==> config.mk <==
export PLATFORM = sky130hd
export DESIGN_NAME = ap_status_recorder
export DESIGN_NICKNAME = d
export VERILOG_FILES = /design/src/rtl/ap_status_recorder.sv
export SDC_FILE = /design/constraint.sdc
export NUM_CORES = 2
export LEC_CHECK = 0
export CORE_UTILIZATION = 40
export CTS_CLUSTER_SIZE = 10
export DETAILED_ROUTE_END_ITERATION = 6
export GPL_ROUTABILITY_DRIVEN = 0
export HOLD_SLACK_MARGIN = 0.12
export PLACE_DENSITY = 0.63
export SLEW_MARGIN = 0
export SYNTH_ARGS = -nofsm -noshare
export SYNTH_HDL_FRONTEND = slang
export SYNTH_SLANG_ARGS = --single-unit
==> constraint.sdc <==
create_clock -name clock -period 11.2 [get_ports clock]
set_clock_uncertainty 0.05 [all_clocks]
set_input_delay 1.12 -clock clock [delete_from_list [all_inputs] [get_ports clock]]
set_output_delay 1.12 -clock clock [all_outputs]
set_load 0.02 [all_outputs]
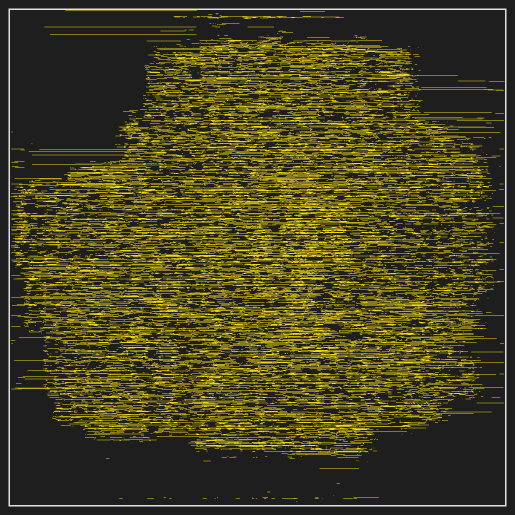
layer_met1.png
The layer carries 99.6 mm of wire. 5889 nets have wire on it. The longest straight run is 144 um. The layer holds 40% of the routed length.
met1 GRT Util: 0.314
DRT Wirelength: 250000 um

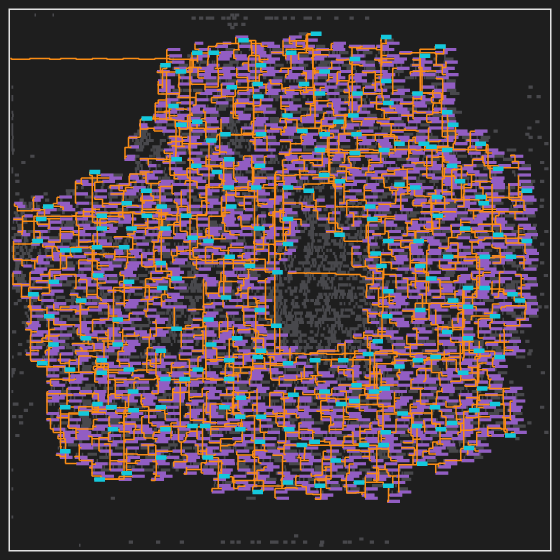
clk_routes.png
Orange is clock wires, length 23.6 mm. Purple is flip-flops, count 1958. Cyan is clock drivers, count 216.
Position of the flops: spread over the die.
Clock Power Share: 0.359
Clock Power: 6420 uW
Clock Latency Late Sink: 0.87 ns

==> results_slide.txt <==
Synthesis and Place & Route Summary

Outcome
  – Status: completed

Final timing
  – Fmax: 156 MHz
  – RSZ-0062 raised after global routing: no
  – Slew Limit Fails: 0
  – Hold Fails Final Rpt: 0
  – Final Setup Violations: 0

Setup path
  – Crit-path max cell delay: 1.06 ns
  – CP endpoint kind: output pin
  – R2R setup slack: 5.00 ns
  – Top Family by Delay on Critical Path: buffers and inverters
  – Cell Chain, Critical Path: buf_4 -> buf_4 -> mux4_2 -> mux4_2 -> clkdlybuf4s50_1
  – Crit-path slowest cell: dfxtp_4

Synthesis
  – Mean Syn Cell Area: 14.4 um^2
  – Flip-flops with a built-in enable: 1808
  – Simple share: 0.122
  – Cell taking the most area after synthesis: edfxtp_1
  – Synth unique cells: 92
  – Cell Area, Synth: 86900 um^2
  – Yosys stat cell total: 6032
  – Adder Area Share: 0.00694
  – Asr flop ratio synth: 0
  – Top-count cell post-synth: edfxtp_1

Detailed routing
  – WL met1: 99600 um
  – Met2 wire len: 121000 um

Finish
  – Clkbuf count: 312
  – Register Area: 57300 um^2
  – Syn-to-layout area delta: 12.0%

Die
  – Fp util: 0.404
  – Die extent in y: 468 um
  – Core Area: 215000 um^2
  – Die Size: 219000 um^2
  – Tap cells: 2838

GRT
  – Vias in the first global route: 52400
  – Total grt overflow: 0
  – GRT Max-Usage Layer: met2
  – First-pass GRT wire length: 362000 um

Clock tree
  – Setup Buffers After CTS: 0
  – H-tree depth: 4

Hold path
  – Hold crit path type: flop to flop
[report_power, final]
group	switching [uW]	internal, uW
clock network	2850	3570
logic	1780	1250
registers	127	8310
total	4760	13100
[layout by cell type (no fill, tap or decap), drive strengths merged, types with 81 or more instances in the layout]
cell type	synthesis	layout
a21oi	165	165
and2	161	161
and3	140	140
buf	174	146
clkbuf	381	312
clkdlybuf4s50	0	136
dfxtp	150	150
edfxtp	1808	1808
mux4	565	565
nand2	224	224
nand3	81	81
nor2	1680	1680
[worst min-delay path, delay by kind of cell, from the launching register on]
kind            cells  cell delay (ns)
compound gates      1             0.05
flops               1             0.30
simple gates        1             0.05
Power and IR drop assume default switching activity.
